===== src/rtl/mem_stage_if.sv =====
// Data-memory request/acknowledge bus between the MEM pipeline stage and the memory.
// The master (pipeline stage) holds req/we/addr/wdata steady until ack.
interface mem_stage_if #(
    parameter int ADDR_W = 16
);
    logic              dmem_req;
    logic              dmem_we;
    logic [ADDR_W-1:0] dmem_addr;
    logic [31:0]       dmem_wdata;
    logic              dmem_ack;
    logic [31:0]       dmem_rdata;

    modport master (
        output dmem_req,
        output dmem_we,
        output dmem_addr,
        output dmem_wdata,
        input  dmem_ack,
        input  dmem_rdata
    );

    modport slave (
        input  dmem_req,
        input  dmem_we,
        input  dmem_addr,
        input  dmem_wdata,
        output dmem_ack,
        output dmem_rdata
    );
endinterface


===== src/rtl/mem_stage.sv =====
// MEM pipeline stage: forwards ALU results in one cycle, performs LDW/STW over a
// req/ack data-memory bus, stalls upstream while waiting, and aborts on timeout.
module mem_stage #(
    parameter int ADDR_W      = 16,
    parameter int TIMEOUT_CYC = 64
) (
    input  logic        clk,
    input  logic        reset,
    input  logic        valid_2_mem,
    input  logic [31:0] rd_2_mem,
    input  logic [31:0] A_2_mem,
    input  logic [31:0] st_data_2_mem,
    input  logic        mem_read_2_mem,
    input  logic        mem_write_2_mem,
    input  logic        mem_to_reg_2_mem,
    input  logic        reg_write_2_mem,
    input  logic [4:0]  rd_add_value_2_mem,
    mem_stage_if.master dmem,
    output logic        stall_out,
    output logic        valid_2_wb,
    output logic [31:0] wb_data_2_wb,
    output logic        reg_write_2_wb,
    output logic [4:0]  rd_add_value_2_wb,
    output logic [1:0]  err_flags
);
    localparam int CNT_W = $clog2(TIMEOUT_CYC) + 1;

    typedef enum logic {S_IDLE, S_WAIT} state_t;

    state_t            r_state;
    state_t            w_state_nxt;
    logic [CNT_W-1:0]  r_cnt;

    logic              r_req;
    logic              r_we;
    logic [ADDR_W-1:0] r_addr;
    logic [31:0]       r_wdata;
    logic [31:0]       r_alu;
    logic              r_m2r;
    logic              r_regw;
    logic [4:0]        r_rd_add;

    logic              r_valid_wb;
    logic [31:0]       r_wb_data;
    logic              r_regw_wb;
    logic [4:0]        r_rd_add_wb;
    logic [1:0]        r_err;

    logic              w_is_mem;
    logic              w_capture;
    logic              w_alu_pass;
    logic              w_ack_done;
    logic              w_timeout;
    logic              w_unused_addr_hi;

    assign w_is_mem         = mem_read_2_mem | mem_write_2_mem;
    // Upper address bits are outside the word-address window of the memory.
    assign w_unused_addr_hi = ^A_2_mem;

    // State register; reset abandons any in-flight access.
    always_ff @(posedge clk or negedge reset) begin
        if (!reset) r_state <= S_IDLE;
        else        r_state <= w_state_nxt;
    end

    // Next-state decode plus the per-cycle event strobes used by the datapath.
    always_comb begin
        w_state_nxt = r_state;
        w_capture   = 1'b0;
        w_alu_pass  = 1'b0;
        w_ack_done  = 1'b0;
        w_timeout   = 1'b0;
        case (r_state)
            S_IDLE: begin
                if (valid_2_mem && w_is_mem) begin
                    w_capture   = 1'b1;
                    w_state_nxt = S_WAIT;
                end else if (valid_2_mem) begin
                    w_alu_pass  = 1'b1;
                end
            end
            S_WAIT: begin
                // Ack takes priority over a timeout landing on the same edge.
                if (dmem.dmem_ack) begin
                    w_ack_done  = 1'b1;
                    w_state_nxt = S_IDLE;
                end else if (r_cnt == CNT_W'(TIMEOUT_CYC - 1)) begin
                    w_timeout   = 1'b1;
                    w_state_nxt = S_IDLE;
                end
            end
            default: w_state_nxt = S_IDLE;
        endcase
    end

    // Request latch, wait counter, write-back registers and sticky error flags.
    always_ff @(posedge clk or negedge reset) begin
        if (!reset) begin
            r_cnt       <= '0;
            r_req       <= 1'b0;
            r_we        <= 1'b0;
            r_addr      <= '0;
            r_wdata     <= '0;
            r_alu       <= '0;
            r_m2r       <= 1'b0;
            r_regw      <= 1'b0;
            r_rd_add    <= '0;
            r_valid_wb  <= 1'b0;
            r_wb_data   <= '0;
            r_regw_wb   <= 1'b0;
            r_rd_add_wb <= '0;
            r_err       <= '0;
        end else begin
            r_valid_wb <= 1'b0;
            if (w_alu_pass) begin
                r_valid_wb  <= 1'b1;
                r_wb_data   <= rd_2_mem;
                r_regw_wb   <= reg_write_2_mem;
                r_rd_add_wb <= rd_add_value_2_mem;
            end
            if (w_capture) begin
                r_cnt    <= '0;
                r_req    <= 1'b1;
                // A simultaneous read+write is issued as a read and flagged.
                r_we     <= mem_write_2_mem & ~mem_read_2_mem;
                r_addr   <= A_2_mem[ADDR_W-1:0];
                r_wdata  <= st_data_2_mem;
                r_alu    <= rd_2_mem;
                r_m2r    <= mem_to_reg_2_mem;
                r_regw   <= reg_write_2_mem;
                r_rd_add <= rd_add_value_2_mem;
                if (mem_read_2_mem && mem_write_2_mem) r_err[1] <= 1'b1;
            end
            if (w_ack_done) begin
                r_req       <= 1'b0;
                r_valid_wb  <= 1'b1;
                r_wb_data   <= (!r_we && r_m2r) ? dmem.dmem_rdata : r_alu;
                r_regw_wb   <= r_we ? 1'b0 : r_regw;
                r_rd_add_wb <= r_rd_add;
            end else if (w_timeout) begin
                r_req       <= 1'b0;
                r_valid_wb  <= 1'b1;
                r_wb_data   <= '0;
                r_regw_wb   <= 1'b0;
                r_rd_add_wb <= r_rd_add;
                r_err[0]    <= 1'b1;
            end else if (r_state == S_WAIT) begin
                r_cnt <= r_cnt + 1'b1;
            end
        end
    end

    assign stall_out         = (r_state == S_WAIT);
    assign dmem.dmem_req     = r_req;
    assign dmem.dmem_we      = r_we;
    assign dmem.dmem_addr    = r_addr;
    assign dmem.dmem_wdata   = r_wdata;
    assign valid_2_wb        = r_valid_wb;
    assign wb_data_2_wb      = r_wb_data;
    assign reg_write_2_wb    = r_regw_wb;
    assign rd_add_value_2_wb = r_rd_add_wb;
    assign err_flags         = r_err;
endmodule


===== src/flat_wrapper.sv =====
// flat-port wrapper written by rule: the top's interface ports become plain ports
module mem_stage_flat 
#(
    parameter int ADDR_W      = 16,
    parameter int TIMEOUT_CYC = 64
)
  (clk, reset, valid_2_mem, rd_2_mem, A_2_mem, st_data_2_mem, mem_read_2_mem, mem_write_2_mem, mem_to_reg_2_mem, reg_write_2_mem, rd_add_value_2_mem, stall_out, valid_2_wb, wb_data_2_wb, reg_write_2_wb, rd_add_value_2_wb, err_flags, dmem_dmem_req, dmem_dmem_we, dmem_dmem_addr, dmem_dmem_wdata, dmem_dmem_ack, dmem_dmem_rdata);
  mem_stage_if #(.ADDR_W(ADDR_W)) dmem_i ();
  input  logic clk;
  input  logic reset;
  input  logic valid_2_mem;
  input  logic [31:0] rd_2_mem;
  input  logic [31:0] A_2_mem;
  input  logic [31:0] st_data_2_mem;
  input  logic mem_read_2_mem;
  input  logic mem_write_2_mem;
  input  logic mem_to_reg_2_mem;
  input  logic reg_write_2_mem;
  input  logic [4:0] rd_add_value_2_mem;
  output logic stall_out;
  output logic valid_2_wb;
  output logic [31:0] wb_data_2_wb;
  output logic reg_write_2_wb;
  output logic [4:0] rd_add_value_2_wb;
  output logic [1:0] err_flags;
  output wire logic [$bits(dmem_i.dmem_req)-1:0] dmem_dmem_req;
  output wire logic [$bits(dmem_i.dmem_we)-1:0] dmem_dmem_we;
  output wire logic [$bits(dmem_i.dmem_addr)-1:0] dmem_dmem_addr;
  output wire logic [$bits(dmem_i.dmem_wdata)-1:0] dmem_dmem_wdata;
  input wire logic [$bits(dmem_i.dmem_ack)-1:0] dmem_dmem_ack;
  input wire logic [$bits(dmem_i.dmem_rdata)-1:0] dmem_dmem_rdata;
  assign dmem_dmem_req = dmem_i.dmem_req;
  assign dmem_dmem_we = dmem_i.dmem_we;
  assign dmem_dmem_addr = dmem_i.dmem_addr;
  assign dmem_dmem_wdata = dmem_i.dmem_wdata;
  assign dmem_i.dmem_ack = dmem_dmem_ack;
  assign dmem_i.dmem_rdata = dmem_dmem_rdata;
  mem_stage #(.ADDR_W(ADDR_W), .TIMEOUT_CYC(TIMEOUT_CYC)) u_core (.clk(clk), .reset(reset), .valid_2_mem(valid_2_mem), .rd_2_mem(rd_2_mem), .A_2_mem(A_2_mem), .st_data_2_mem(st_data_2_mem), .mem_read_2_mem(mem_read_2_mem), .mem_write_2_mem(mem_write_2_mem), .mem_to_reg_2_mem(mem_to_reg_2_mem), .reg_write_2_mem(reg_write_2_mem), .rd_add_value_2_mem(rd_add_value_2_mem), .dmem(dmem_i), .stall_out(stall_out), .valid_2_wb(valid_2_wb), .wb_data_2_wb(wb_data_2_wb), .reg_write_2_wb(reg_write_2_wb), .rd_add_value_2_wb(rd_add_value_2_wb), .err_flags(err_flags));
endmodule

===== config.mk =====
export PLATFORM = sky130hd
export DESIGN_NAME = mem_stage_flat
export DESIGN_NICKNAME = d
export VERILOG_FILES = /design/src/rtl/mem_stage_if.sv /design/src/rtl/mem_stage.sv /design/src/flat_wrapper.sv
export SDC_FILE = /design/constraint.sdc
export NUM_CORES = 1
export LEC_CHECK = 0
export CAP_MARGIN = 20
export CELL_PAD_IN_SITES_DETAIL_PLACEMENT = 0
export CELL_PAD_IN_SITES_GLOBAL_PLACEMENT = 2
export CORE_UTILIZATION = 26
export CTS_BUF_LIST = sky130_fd_sc_hd__clkbuf_8
export DETAILED_ROUTE_END_ITERATION = 8
export MAX_ROUTING_LAYER = met4
export PLACE_DENSITY_LB_ADDON = 0.1
export SLEW_MARGIN = 5
export SYNTH_ARGS = -nofsm -noshare
export SYNTH_HDL_FRONTEND = slang
export SYNTH_SLANG_ARGS = --single-unit

===== constraint.sdc =====
create_clock -name clk -period 2.1 [get_ports clk]
set_input_delay 0.525 -clock clk [delete_from_list [all_inputs] [get_ports clk]]
set_output_delay 0.525 -clock clk [all_outputs]
set_load 0.02 [all_outputs]

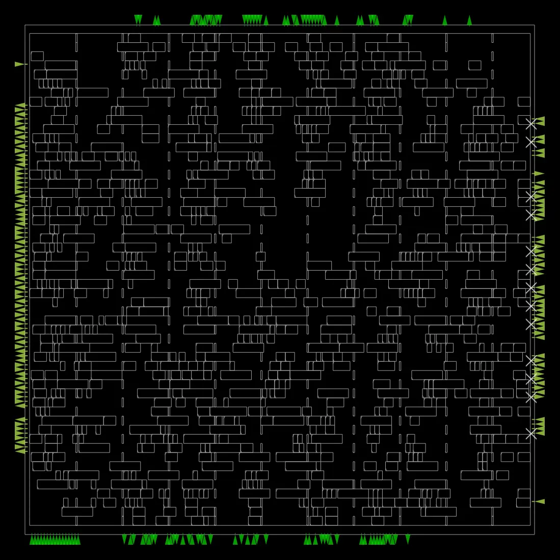
Run 1: cell placement
Flops: 138
tally of non-filler cells in the final layout: 1144
placeable core area: 22000 um^2

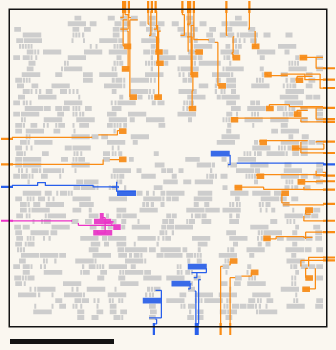
Run 1: port wiring
Bar = 50 um.
[blue] rd_add_value_2_wb | bits: 5 | direction: output | edge: 3 south, 1 east, 1 west | end cells: 5 | buffers: 5 | wire: 204 um
[magenta] mem_write_2_mem | bits: 1 | direction: input | edge: west | end cells: 6 | buffers: 2 | wire: 68.3 um
[orange] dmem_dmem_rdata | bits: 32 | direction: input | edge: 16 east, 12 north, 2 west, 2 south | end cells: 32 | buffers: 32 | wire: 1040 um
num ports: 233
# port buffers: 216

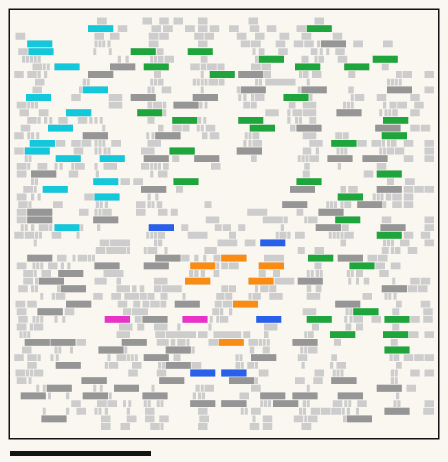
Run 1: where the registers sit
Bar = 50 um. Other sequential cells in the stronger gray, the rest of the logic in the fainter gray.
[cyan] u_core.dmem.dmem_addr | placed flops: 16
[orange] u_core.r_cnt | placed flops: 7
[green] u_core.wb_data_2_wb | placed flops: 32
[magenta] u_core.err_flags | placed flops: 2
[blue] u_core.r_rd_add | placed flops: 5
not colored: 76
Flop area: 3450 um^2
flop share of the area: 38.4%
sequential power: 3620 uW
final core utilization: 41.0%

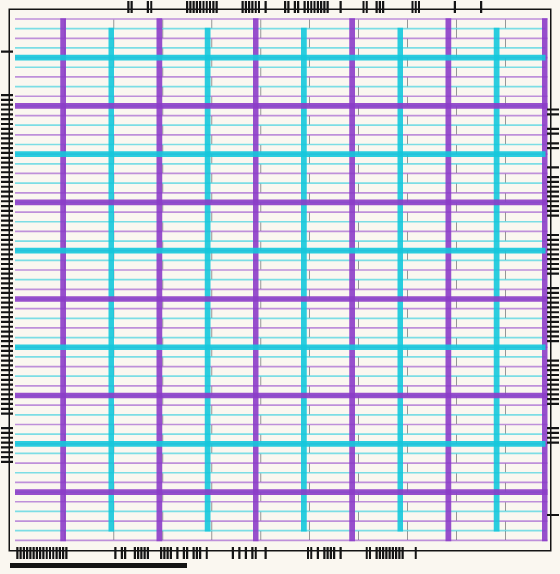
Run 1: PDN straps and rails
Bar = 50 um. Pins as bars on the die edge. Tap cells in gray.
[cyan] VDD
[purple] VSS
met1 rails: 55
met5 straps: 10
Die H: 152 um
Die Wd: 152 um
Worst VDD drop: 369 uV

==> results.cfg, run 1 <==
; synthesis and place-and-route metrics
[run_status]
status = complete, but fails checks
violations = design-rule violations

[min_path]
hp-class = reg2reg
worstHoldStart = u_core.dmem.dmem_addr[13]$_DFFE_PN0P_

[timing]
final-hold-violation-count = 0
clock.fmax_ghz = 0.508
final_min_period_over_clock_period_pct = 93.7
finalSetupViolations = 0
fin_tns_setup_ns = 0
rsz0062_at_grt = false
timing.hold.ws_ns = 0.474
relSlewSlack_pct = 70.1
min_period_ns = 1.97
slew_violations = 0
skew_ns = 0.0113

[yosys]
ys_cells = 625
top_cells_by_area = dfrtp_1, nand2_1, mux2i_1
synth_warnings = 0
yosys.area.top_type = dfrtp_1
ys_seq_elements = 138
synth_seq_share_pct = 58.9
flop_cell = dfrtp_1
syn_inst = 625
postSynthAreaPerCell_um2 = 9.38
ys_area_um2 = 5860
synth_nets = 767

[clock_tree]
cts_buffers = 17
cts_tree = yes
clock_sinks = 138
h-tree-depth = 4
post-cts-setup-buffers = 0
cts.path.max_buffers = 2
root_buffer = clkbuf_8

[floorplanning]
dieArea_um2 = 23100
num_tap_cells = 280

[place]
hpwl_um = 12600
placed_area_um2 = 8580

[grt]
grt_overflow_total = 0
grt_pass1_vias = 5627
grt_pass1_wl_um = 30500
grt_max_degree = 58
antenna_found_initial = 0

[drt]
first_pass_iters = 9
routed-via-count = 5163
drcViolationCount = 26
routedWlPerCell_um = 16.4
drt_iter0_drc = 249

[final_layout]
lay_top_cells = nand2_1, clkdlybuf4s50_1, dfrtp_1
clkbuf_count = 20
buffers = 246
num-nets-final = 993
final-nonclk-buf-share_pct = 28.1
comb_area_share_pct = 24.8
antenna_cells = 0
stdcell_area_um2 = 9000
mi_logic_area_um2 = 2230
drive_gt1_share_pct = 7.99
num-fill-cells = 2197
syn2layout_area_growth_pct = 53.5

[worst_setup_path]
cp_num_cells = 1
worstPathMaxFanout = 2
timing.critical_path.cells = clkdlybuf4s50_1
cp_num_buf_inv = 1
rr_startpoint = u_core.r_cnt[0]$_DFF_PN0_
worstSetupPathType = reg2out
slowest_stage = clkdlybuf4s50_1
setup.worst_path.start = u_core.rd_add_value_2_wb[4]$_DFFE_PN0P_
endpoint = rd_add_value_2_wb[4]
r2r_cells = 6
required_ns = 1.57
r2r-end = u_core.wb_data_2_wb[0]$_DFFE_PN0P_
critPathLaunchType = flop
cp-end-kind = output port

[power]
p_leak_uw = 0.00426
==> run 1: metrics by stage <==
step | utilization [%] | setup WS, ns
2_1_floorplan | - | 0.261
3_3_place_gp | 39.1 | -0.170
3_5_place_dp | 39.1 | -0.208
4_1_cts | 40.9 | 0.00444
5_1_grt | 41.0 | 0.0429
6_report | 41.0 | 0.132
==> run 1: state kept, by name (all words and copies together) (netlist names), 2 cells and up <==
register	cells
u_core.r_rd_add	5
u_core.r_alu	32
u_core.wb_data_2_wb	32
u_core.err_flags	2
u_core.dmem.dmem_addr	16
u_core.dmem.dmem_wdata	32
u_core.r_cnt	7
u_core.rd_add_value_2_wb	5
==> run 1: cells in the mapped netlist, types with 4 or more instances <==
library cell    n
nand2_1       265
dfrtp_1       138
nor2_1         35
o21a_1         34
mux2i_1        33
o22ai_1        32
clkbuf_1       30
inv_1           9
o21ai_0         8
buf_2           7
a22oi_1         4
==> run 1: repair_timing <==
action / 4_1_cts / 5_1_grt
gates resized: 0 / 3
endpoints found under the hold margin: 23 / 0
hold buffers: 1 / 0
setup endpoints to repair: 0 / 3
==> run 1: routing by layer <==
metal | wire, um | vias up | global-route usage (%)
met2 | 8700 | 172 | 27.1
met1 | 8340 | 2477 | 21.7
met4 | 218 | 0 | 4.66
met3 | 1510 | 15 | 6.17
li1 | - | 2499 | -
met5 | 0 | - | -
==> run 1: power breakdown <==
part           switching, uW  internal, uW  total [uW]
sequential               353          3270        3620
clock                   1070          1140        2210
combinational           1530          1490        3010
==> run 1: cell families (layout without fill, tap and decap cells) <==
logic type,count (synthesis),after routing,synth area share (%)
compound gates,95,95,11.5
fa+ha+maj,1,1,0.213
buf+inv,49,288,3.42
flops,138,138,58.9
mux,33,33,5.64
simple gates,309,309,20.3
==> run 1 -> run 2 <==
--- a/config.mk
+++ b/config.mk
@@ -5,9 +5,11 @@
 export SDC_FILE = /design/constraint.sdc
 export NUM_CORES = 1
 export LEC_CHECK = 0
+export ABC_CLOCK_PERIOD_IN_PS = 2100
 export CAP_MARGIN = 20
 export CELL_PAD_IN_SITES_DETAIL_PLACEMENT = 0
 export CELL_PAD_IN_SITES_GLOBAL_PLACEMENT = 2
+export CORE_MARGIN = 4
 export CORE_UTILIZATION = 26
 export CTS_BUF_LIST = sky130_fd_sc_hd__clkbuf_8
 export DETAILED_ROUTE_END_ITERATION = 8
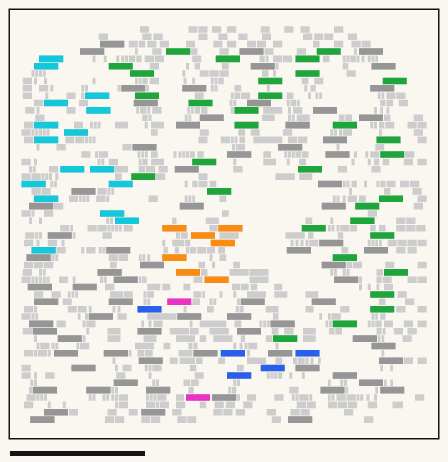
Run 2: where the registers sit
Bar = 50 um. Other sequential cells in the stronger gray, the rest of the logic in the fainter gray.
[magenta] u_core.err_flags | placed flops: 2
[green] u_core.wb_data_2_wb | placed flops: 32
[blue] u_core.r_rd_add | placed flops: 5 | where: south
[orange] u_core.r_cnt | placed flops: 7 | where: center
[cyan] u_core.dmem.dmem_addr | placed flops: 16
final core utilization: 41.0%
flop share of the area: 38.2%

==> results.cfg, run 2 <==
; synthesis and place-and-route metrics
[yosys]
ys_seq_elements = 138
postSynthAreaPerCell_um2 = 9.38
syn_inst = 625
top_cells_by_area = dfrtp_1, nand2_1, mux2i_1
flop_cell = dfrtp_1
yosys-top-cells-count = nand2_1, dfrtp_1, nor2_1

[drt]
highest_layer = met4
routedWlPerCell_um = 17.0
routed-via-count = 5210
wl_met3_um = 1770

[floorplanning]
die_h_um = 158
chipWidth_um = 158

[clock_tree]
clock_sinks = 138
h-tree-depth = 4
cts_buffers = 17
cts.path.max_buffers = 2
root_buffer = clkbuf_8

[grt]
grt_pass1_vias = 5483
grt_max_degree = 42

[timing]
slew_violations = 0
clock.fmax_ghz = 0.508
rsz0062_at_grt = false
final-hold-violation-count = 0
min_period_ns = 1.97

[worst_setup_path]
endpoint = wb_data_2_wb[31]
timing.critical_path.cells = clkdlybuf4s50_1
cp_num_cells = 1
worstSetupPathType = reg2out
critPathLaunchType = flop
setup.worst_path.start = u_core.wb_data_2_wb[31]$_DFFE_PN0P_
cp_num_buf_inv = 1
worstPathMaxFanout = 2
cp-end-kind = output port

[power]
p_leak_uw = 0.00424

[final_layout]
lay_top_cells = nand2_1, clkdlybuf4s50_1, dfrtp_1
num-nets-final = 991
drive_gt1_share_pct = 7.89

[run_status]
status = finished, final reports clean
## run 2: cell type report
| class | instances | area (um^2) |
|---|---|---|
| Timing Repair Buffer | 244 | 2550 |
| Sequential cell | 138 | 3450 |
| Fill cell | 2183 | 13000 |
| Antenna cell | 1 | 2.50 |
| Inverter | 10 | 37.5 |
| Clock inverter | 13 | 144 |
| Clock buffer | 19 | 262 |
| Multi-Input combinational cell | 438 | 2230 |
| Tap cell | 280 | 350 |
## run 2: cell families after synthesis
group / Yosys count / synth area share [%]
adder cells (fa/ha/maj): 1 / 0.213
multiplexers: 33 / 5.64
flip-flops: 138 / 58.9
AND/OR/NAND/NOR: 309 / 20.3
buffers and inverters: 49 / 3.42
AND-OR/OR-AND: 95 / 11.5
## run 2: per-stage QoR
stage | area [um^2] | worst slack (ns) | setup TNS [ns]
final | 9030 | 0.130 | 0
after global routing | 9030 | 0.0405 | 0
after CTS | 9020 | 0.0746 | 0
after detailed placement | 8610 | -0.325 | -9.84
after global placement | 8610 | -0.310 | -9.29
after floorplan | 5860 | 0.261 | 0
## run 2: layer usage
metal | track usage, % | vias up
li1 | - | 2496
met1 | 19.6 | 2525
met2 | 25.0 | 170
met3 | 6.04 | 19
met4 | 4.87 | 0
met5 | - | -
## run 2: where the power goes
part           total [uW]  switching [uW]  internal, uW
Combinational        3030            1540          1490
Sequential           3620             355          3270
Clock                2250            1120          1130
Total                8900            3020          5890
## run 2: timing repair
item | in CTS | in global routing
endpoints found under the hold margin | 29 | 0
cloned | 0 | 0
pin swaps | 0 | 1
setup endpoints to repair | 2 | 4
buffers inserted | 0 | 1
gates resized | 2 | 0
hold buffers | 1 | 0
No activity file was given, so power comes from the tool's default toggle rates.
